===== config.mk =====
export PLATFORM = sky130hd
export DESIGN_NAME = display_bus_arbiter
export DESIGN_NICKNAME = d
export VERILOG_FILES = /design/src/rtl/display_arb_pkg.sv /design/src/rtl/sync_2ff.sv /design/src/rtl/display_bus_arbiter.sv
export SDC_FILE = /design/constraint.sdc
export NUM_CORES = 1
export LEC_CHECK = 0
export ABC_AREA = 1
export ABC_CLOCK_PERIOD_IN_PS = 3100
export CAP_MARGIN = 20
export CORE_AREA = 2 2 53 55
export DETAILED_ROUTE_END_ITERATION = 8
export DIE_AREA = 0 0 55 57
export HOLD_SLACK_MARGIN = 0.02
export PLACE_DENSITY = 0.68
export SETUP_SLACK_MARGIN = 0.2
export SYNTH_ARGS = -nofsm -noshare
export SYNTH_HDL_FRONTEND = slang
export SYNTH_SLANG_ARGS = --single-unit

===== constraint.sdc =====
create_clock -name clk -period 3.1 [get_ports clk]
set_input_delay 0.31 -clock clk [delete_from_list [all_inputs] [get_ports clk]]
set_output_delay 0.31 -clock clk [all_outputs]
set_load 0.02 [all_outputs]

===== src/rtl/display_arb_pkg.sv =====
// Shared types and sizing helpers for the display bus arbiter.
// State and direction encodings are common to the top and any later users.
package display_arb_pkg;

    typedef enum logic [2:0] {
        ST_IDLE      = 3'd0,
        ST_START     = 3'd1,
        ST_WAIT_BUSY = 3'd2,
        ST_WAIT_DONE = 3'd3,
        ST_GUARD     = 3'd4,
        ST_HOST      = 3'd5
    } arb_state_e;

    typedef enum logic {
        DIR_TO_INTERNAL = 1'b0,
        DIR_TO_HOST     = 1'b1
    } arb_dir_e;

    function automatic int guard_cnt_width(input int handover_cycles);
        return $clog2(handover_cycles + 1);
    endfunction

    function automatic int timeout_cnt_width(input int start_timeout);
        return $clog2(start_timeout + 1);
    endfunction

endpackage


===== src/rtl/sync_2ff.sv =====
// Single-bit double-flop synchronizer, asynchronous active-high reset to 0.
module sync_2ff (
    input  logic clk,
    input  logic reset,
    input  logic d,
    output logic q
);

    logic meta_reg;

    always_ff @(posedge clk or posedge reset) begin
        if (reset) begin
            meta_reg <= 1'b0;
            q        <= 1'b0;
        end else begin
            meta_reg <= d;
            q        <= meta_reg;
        end
    end

endmodule


===== src/rtl/display_bus_arbiter.sv =====
// Owns the shared display SPI pins: schedules per-line transfers and hands the
// pins to the host only at line boundaries, with a CS-high guard on every swap.
module display_bus_arbiter
    import display_arb_pkg::*;
#(
    parameter int LINES_PER_FRAME = 4,
    parameter int LINE_IDX_WIDTH  = 2,
    parameter int HANDOVER_CYCLES = 4,
    parameter int START_TIMEOUT   = 16
) (
    input  logic                      clk,
    input  logic                      reset,
    input  logic                      host_req,
    output logic                      host_gnt,
    output logic                      bus_sel,
    output logic                      disp_cs,
    input  logic                      line_ready,
    output logic                      line_ack,
    output logic                      xfer_start,
    input  logic                      xfer_running,
    output logic [LINE_IDX_WIDTH-1:0] line_index,
    output logic                      frame_done,
    output logic                      xfer_err
);

    localparam int GW = guard_cnt_width(HANDOVER_CYCLES);
    localparam int TW = timeout_cnt_width(START_TIMEOUT);
    localparam logic [GW-1:0] GUARD_LAST = GW'(HANDOVER_CYCLES - 1);
    localparam logic [TW-1:0] TMO_LAST   = TW'(START_TIMEOUT - 1);
    localparam logic [LINE_IDX_WIDTH-1:0] LINE_LAST = LINE_IDX_WIDTH'(LINES_PER_FRAME - 1);

    logic          host_req_s;
    arb_state_e    state_reg;
    arb_dir_e      dir_reg;
    logic [GW-1:0] guard_cnt_reg;
    logic [TW-1:0] tmo_cnt_reg;

    sync_2ff u_host_req_sync (
        .clk   (clk),
        .reset (reset),
        .d     (host_req),
        .q     (host_req_s)
    );

    // Pin-facing outputs are updated on the edge that enters the new state,
    // so they always reflect the state currently held.
    always_ff @(posedge clk or posedge reset) begin
        if (reset) begin
            state_reg     <= ST_IDLE;
            dir_reg       <= DIR_TO_INTERNAL;
            guard_cnt_reg <= '0;
            tmo_cnt_reg   <= '0;
            host_gnt      <= 1'b0;
            bus_sel       <= 1'b0;
            disp_cs       <= 1'b1;
            line_ack      <= 1'b0;
            xfer_start    <= 1'b0;
            frame_done    <= 1'b0;
            line_index    <= '0;
            xfer_err      <= 1'b0;
        end else begin
            xfer_start <= 1'b0;
            line_ack   <= 1'b0;
            frame_done <= 1'b0;
            case (state_reg)
                ST_IDLE: begin
                    if (host_req_s) begin
                        state_reg     <= ST_GUARD;
                        dir_reg       <= DIR_TO_HOST;
                        guard_cnt_reg <= '0;
                        disp_cs       <= 1'b1;
                    end else begin
                        disp_cs <= 1'b0;
                        if (line_ready) begin
                            state_reg <= ST_START;
                        end
                    end
                end
                ST_START: begin
                    xfer_start  <= 1'b1;
                    tmo_cnt_reg <= '0;
                    state_reg   <= ST_WAIT_BUSY;
                end
                ST_WAIT_BUSY: begin
                    if (xfer_running) begin
                        state_reg <= ST_WAIT_DONE;
                    end else if (tmo_cnt_reg == TMO_LAST) begin
                        xfer_err  <= 1'b1;
                        state_reg <= ST_IDLE;
                    end else begin
                        tmo_cnt_reg <= tmo_cnt_reg + TW'(1);
                    end
                end
                ST_WAIT_DONE: begin
                    if (!xfer_running) begin
                        line_ack  <= 1'b1;
                        state_reg <= ST_IDLE;
                        if (line_index == LINE_LAST) begin
                            line_index <= '0;
                            frame_done <= 1'b1;
                        end else begin
                            line_index <= line_index + LINE_IDX_WIDTH'(1);
                        end
                    end
                end
                ST_GUARD: begin
                    if (guard_cnt_reg == GUARD_LAST) begin
                        if (dir_reg == DIR_TO_HOST) begin
                            state_reg <= ST_HOST;
                            bus_sel   <= 1'b1;
                            host_gnt  <= 1'b1;
                        end else begin
                            state_reg <= ST_IDLE;
                            disp_cs   <= 1'b0;
                        end
                    end else begin
                        guard_cnt_reg <= guard_cnt_reg + GW'(1);
                    end
                end
                ST_HOST: begin
                    if (!host_req_s) begin
                        state_reg     <= ST_GUARD;
                        dir_reg       <= DIR_TO_INTERNAL;
                        guard_cnt_reg <= '0;
                        bus_sel       <= 1'b0;
                        host_gnt      <= 1'b0;
                    end
                end
                default: begin
                    state_reg <= ST_IDLE;
                end
            endcase
        end
    end

endmodule


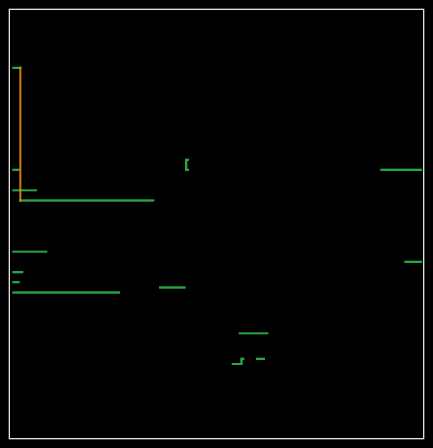
wires.png
Two of the layers only.
| layer | color | wire length |
|---|---|---|
| metal 3 | green | 61.6 um |
| metal 4 | orange | 17.7 um |
Total Routing Usage GR: 0.160
routed wire length: 1.95 mm
DR vias: 841
DR WL/cell: 12.0 um

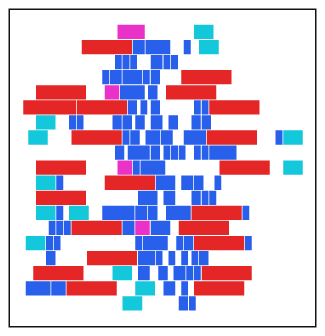
placement_by_type.png
| class | color | cells | share of their area |
|---|---|---|---|
| combinational and other logic | blue | 93 | 43% |
| clock drivers and dummy loads | magenta | 4 | 2.9% |
| other buffers and delay cells | cyan | 13 | 10% |
| flops | red | 22 | 44% |
core box area: 2620 um^2
Rows: 19
finished layout cell area: 1290 um^2

==> changes_impl.md <==
### Physical design

- Run status: completed
- Comb power frac: 0.409
- Syn_area_per_cell: 9.45 um^2
- Sequential Power Share: 0.444
- Comb. pwr: 439 uW
- ANT nets after route: 0
- Clk slew on worst S/H paths: 0.12 ns
- Hold Startpoint: u_host_req_sync.meta_reg$_DFF_PP0_
- Reg area: 552 um^2
- Critical path origin: tmo_cnt_reg[0]$_DFFE_PP0P_
- Critical Path AT: 1.99 ns
- Maximum fanout along the worst path: 8
- Logic share of the area: 0.370
- Synth Seq Share: 0.495
- Final hold slack: 0.383 ns
- Register fraction of the total cell area: 0.428
- # setup viols final: 0
- Highest routed layer: met4
- Power Total: 1070 uW
- Worst-margin pin slew: 0.815 ns
- Slowest CP cell: dfrtp_1
- Synthesis-to-layout area growth: 15.7%
- # IOs: 14
- Fin cells: 163
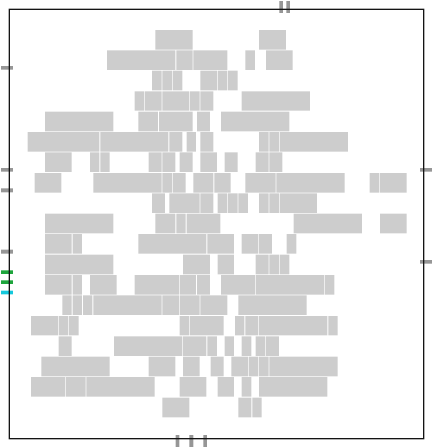
io_placement.png
Pins as bars across the die edge, other pins in gray.
| port | color | pins | direction | edge |
|---|---|---|---|---|
| `frame_done` | cyan | 1 | output | west |
| `line_index` | green | 2 | output | west |
all pins by edge: 7 west, 3 south, 2 north, 2 east
DIE WIDTH: 55 um
die height: 57 um
# port buffers: 13

==> Yosys cell counts (2+ instances only) <==
cell type / instances
buf_6: 2
dfrtp_1: 21
ha_1: 5
inv_1: 14
nand2_1: 23
nand2_2: 3
nand3_1: 12
nand3_2: 3
nand4_1: 4
nor2_1: 5
nor2_4: 2
o21ai_0: 5
o21ai_1: 2
or2_0: 2
==> cell families after synthesis <==
family / Yosys count / share of synthesized area
DFF: 22 / 0.495
adders and majority gates: 5 / 0.0561
buffers and inverters: 18 / 0.0774
and+or+nand+nor: 61 / 0.310
AOI/OAI and AO/OA: 12 / 0.0617
Power is estimated from default activity; no workload was simulated.
